$ cat config.mk
export PLATFORM = sky130hd
export DESIGN_NAME = de_issue
export DESIGN_NICKNAME = d
export VERILOG_FILES = /design/src/rtl/rv32_pipe_pkg.sv /design/src/rtl/de_issue_operand_fwd_mux.sv /design/src/rtl/de_issue.sv
export SDC_FILE = /design/constraint.sdc
export NUM_CORES = 1
export LEC_CHECK = 0
export CORE_AREA = 2 2 134 136
export DETAILED_ROUTE_END_ITERATION = 10
export DIE_AREA = 0 0 136 138
export PLACE_DENSITY_LB_ADDON = 0.3
export RECOVER_POWER = 25
export SYNTH_ARGS = -nofsm -noshare
export SYNTH_HDL_FRONTEND = slang
export SYNTH_SLANG_ARGS = --single-unit
$ cat constraint.sdc
create_clock -name clk -period 2.71 [get_ports clk]
set_input_delay 0.542 -clock clk [delete_from_list [all_inputs] [get_ports clk]]
set_output_delay 0.542 -clock clk [all_outputs]
set_load 0.02 [all_outputs]
$ cat src/rtl/rv32_pipe_pkg.sv
// Shared RV32 pipeline definitions: bubble encoding, base opcodes and the
// decode-to-exe issue state encoding.
package rv32_pipe_pkg;

  localparam logic [31:0] NOP_INSTR_DEF = 32'h0000_0013;

  localparam logic [6:0] OPC_LUI    = 7'b0110111;
  localparam logic [6:0] OPC_AUIPC  = 7'b0010111;
  localparam logic [6:0] OPC_JAL    = 7'b1101111;
  localparam logic [6:0] OPC_JALR   = 7'b1100111;
  localparam logic [6:0] OPC_BRANCH = 7'b1100011;
  localparam logic [6:0] OPC_LOAD   = 7'b0000011;
  localparam logic [6:0] OPC_STORE  = 7'b0100011;
  localparam logic [6:0] OPC_OP_IMM = 7'b0010011;
  localparam logic [6:0] OPC_OP     = 7'b0110011;
  localparam logic [6:0] OPC_SYSTEM = 7'b1110011;

  typedef enum logic [1:0] {
    S_RUN   = 2'd0,
    S_STALL = 2'd1,
    S_FLUSH = 2'd2
  } de_state_t;

endpackage

$ cat src/rtl/de_issue_operand_fwd_mux.sv
// Per-operand select between the register-file value and the forwarded value.
module operand_fwd_mux #(
  parameter int XLEN = 32
) (
  input  logic            hazard,
  input  logic [XLEN-1:0] fwd,
  input  logic [XLEN-1:0] rf,
  output logic [XLEN-1:0] y
);

  assign y = hazard ? fwd : rf;

endmodule

$ cat src/rtl/de_issue.sv
// Decode-to-exe issue register with load-use stall and flush bubbles.
// Optional bubble counter enabled by defining DE_ISSUE_BUBBLE_CNT_EN.
module de_issue
  import rv32_pipe_pkg::*;
#(
  parameter int          XLEN      = 32,
  parameter logic [31:0] NOP_INSTR = NOP_INSTR_DEF,
  parameter int          CNT_W     = 16
) (
  input  logic             clk,
  input  logic             rst,
  input  logic [31:0]      instr_de,
  input  logic [XLEN-1:0]  pc_de,
  input  logic             valid_de,
  input  logic [XLEN-1:0]  rs1_data,
  input  logic [XLEN-1:0]  rs2_data,
  input  logic             stall,
  input  logic             hazard_a,
  input  logic             hazard_b,
  input  logic [XLEN-1:0]  data_a_mgr,
  input  logic [XLEN-1:0]  data_b_mgr,
  input  logic             flush,
  output logic             hold_de,
  output logic [31:0]      instr_exe,
  output logic [XLEN-1:0]  pc_exe,
  output logic             valid_exe,
  output logic [XLEN-1:0]  op_a_exe,
  output logic [XLEN-1:0]  op_b_exe,
  output logic [CNT_W-1:0] bubble_cnt,
  output de_state_t        state
);

  de_state_t       state_next;
  logic            bubble;
  logic            hold_c;
  logic [XLEN-1:0] op_a;
  logic [XLEN-1:0] op_b;

  operand_fwd_mux #(.XLEN(XLEN)) u_fwd_a (
    .hazard(hazard_a), .fwd(data_a_mgr), .rf(rs1_data), .y(op_a)
  );

  operand_fwd_mux #(.XLEN(XLEN)) u_fwd_b (
    .hazard(hazard_b), .fwd(data_b_mgr), .rf(rs2_data), .y(op_b)
  );

  // Priority inside each state is flush, then stall, then issue.
  always_comb begin
    bubble     = 1'b0;
    hold_c     = 1'b0;
    state_next = state;
    case (state)
      S_RUN: begin
        if (flush) begin
          bubble     = 1'b1;
          state_next = S_FLUSH;
        end else if (stall && valid_de) begin
          bubble     = 1'b1;
          hold_c     = 1'b1;
          state_next = S_STALL;
        end
      end
      S_STALL: begin
        if (flush) begin
          bubble     = 1'b1;
          state_next = S_FLUSH;
        end else if (stall) begin
          bubble = 1'b1;
          hold_c = 1'b1;
        end else begin
          state_next = S_RUN;
        end
      end
      S_FLUSH: begin
        bubble     = 1'b1;
        state_next = S_RUN;
      end
      default: begin
        bubble     = 1'b1;
        state_next = S_RUN;
      end
    endcase
  end

  assign hold_de = hold_c & ~rst;

  always_ff @(posedge clk) begin
    if (rst) begin
      state <= S_RUN;
    end else begin
      state <= state_next;
    end
    if (rst || bubble) begin
      instr_exe <= NOP_INSTR;
      pc_exe    <= '0;
      valid_exe <= 1'b0;
      op_a_exe  <= '0;
      op_b_exe  <= '0;
    end else begin
      instr_exe <= instr_de;
      pc_exe    <= pc_de;
      valid_exe <= valid_de;
      op_a_exe  <= op_a;
      op_b_exe  <= op_b;
    end
  end

`ifdef DE_ISSUE_BUBBLE_CNT_EN
  logic [CNT_W-1:0] cnt_q;

  // Only bubbles that displace real or pending work are counted; saturates.
  always_ff @(posedge clk) begin
    if (rst) begin
      cnt_q <= '0;
    end else if (bubble && (valid_de || state != S_RUN) && cnt_q != '1) begin
      cnt_q <= cnt_q + CNT_W'(1);
    end
  end

  assign bubble_cnt = cnt_q;
`else
  assign bubble_cnt = '0;
`endif

endmodule
==> images/final_congestion.png <==
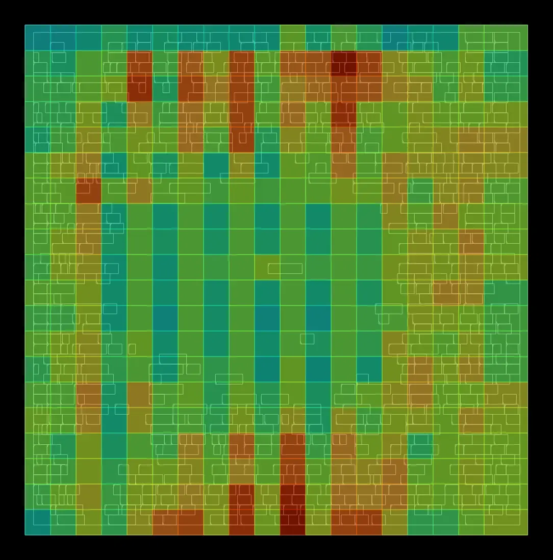
Core Util, Final: 48.6%
GRT met3 Usage: 6.01%
met1 usage: 14.5%
total track usage: 14.9%

==> images/registers.png <==
Scale bar: 50 um.
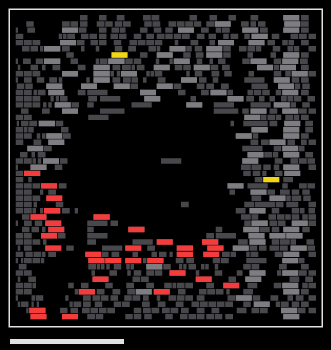
[red] op_a_exe | flops: 32
[yellow] state | flops: 2
not coloured: 97
Seq power: 2.02 mW
register share of the cell area: 30.8%
Reg area: 2620 um2

==> results.json <==
{
  "worst_pin_slew_ps": 1480,
  "ys_top_logic_family": "simple AND/OR/NAND/NOR gates",
  "cts-hold-fix-buffers": 0,
  "syn-cell-area_um2": 4540,
  "worst-path-buf-inv": 2,
  "dpl_cell_area_um2": 7910,
  "dominantRegCellSynth": "dfxtp_1",
  "crit_chain": "clkdlybuf4s50_1, or3_4, nor2b_1, dlygate4sd2_1",
  "layout_top_cell": "clkdlybuf4s50_1",
  "worst_r2r_path_depth": 3,
  "hp-start": "state[1]",
  "cp.depth": 4,
  "slew_headroom_pct": 1.12,
  "flops": 131,
  "ys_warn_count": 0,
  "reg2reg_slack_ps": 690,
  "vias_per_cell": 4.26,
  "synthMuxAreaShare_pct": 14.1,
  "highest_layer": "met4",
  "initial_core_util_pct": 25.9,
  "cts.sinks": 131,
  "aoi_share_pct": 0.165,
  "antenna_cells": 0,
  "route.met3.wl_mm": 1.45,
  "outcome": "complete, no violations",
  "critical_path_class": "input pin to primary output",
  "finalHoldViolCount": 0
}
==> images/clock_map.png <==
Scale bar: 50 um.
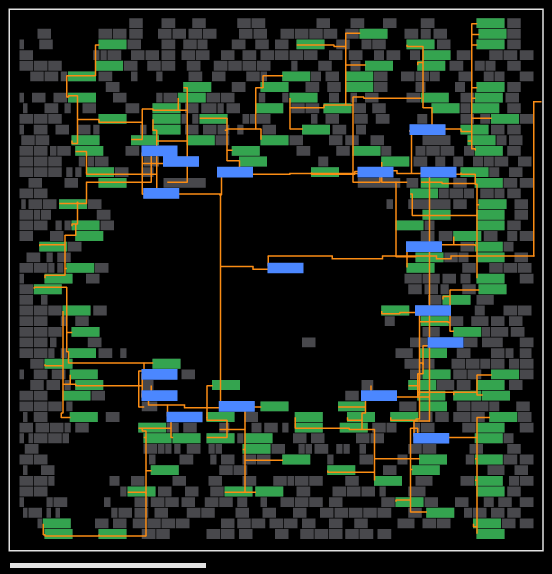
[orange] clock wires | length: 1670 um
[blue] cells driving clock nets | count: 17
[green] flip-flops | count: 131
flops lie: widely spread
Post-Route Skew: 6.44 ps
clock share of power: 46.1%
Worst-Skew Late Latency: 410 ps
P_clk: 2.38 mW

==> images/cell_classes.png <==
Scale bar: 50 um.
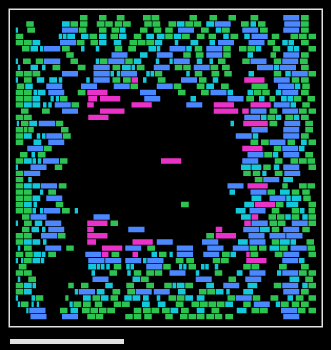
[green] other buffers and delay cells | cells: 336
[blue] flip-flops | cells: 131
[magenta] clock drivers and dummy loads | cells: 32
[cyan] all other logic | cells: 214
row cnt: 49
Core Area: 17500 um2
fin area: 8520 um2

Power is estimated from default activity; no workload was simulated.
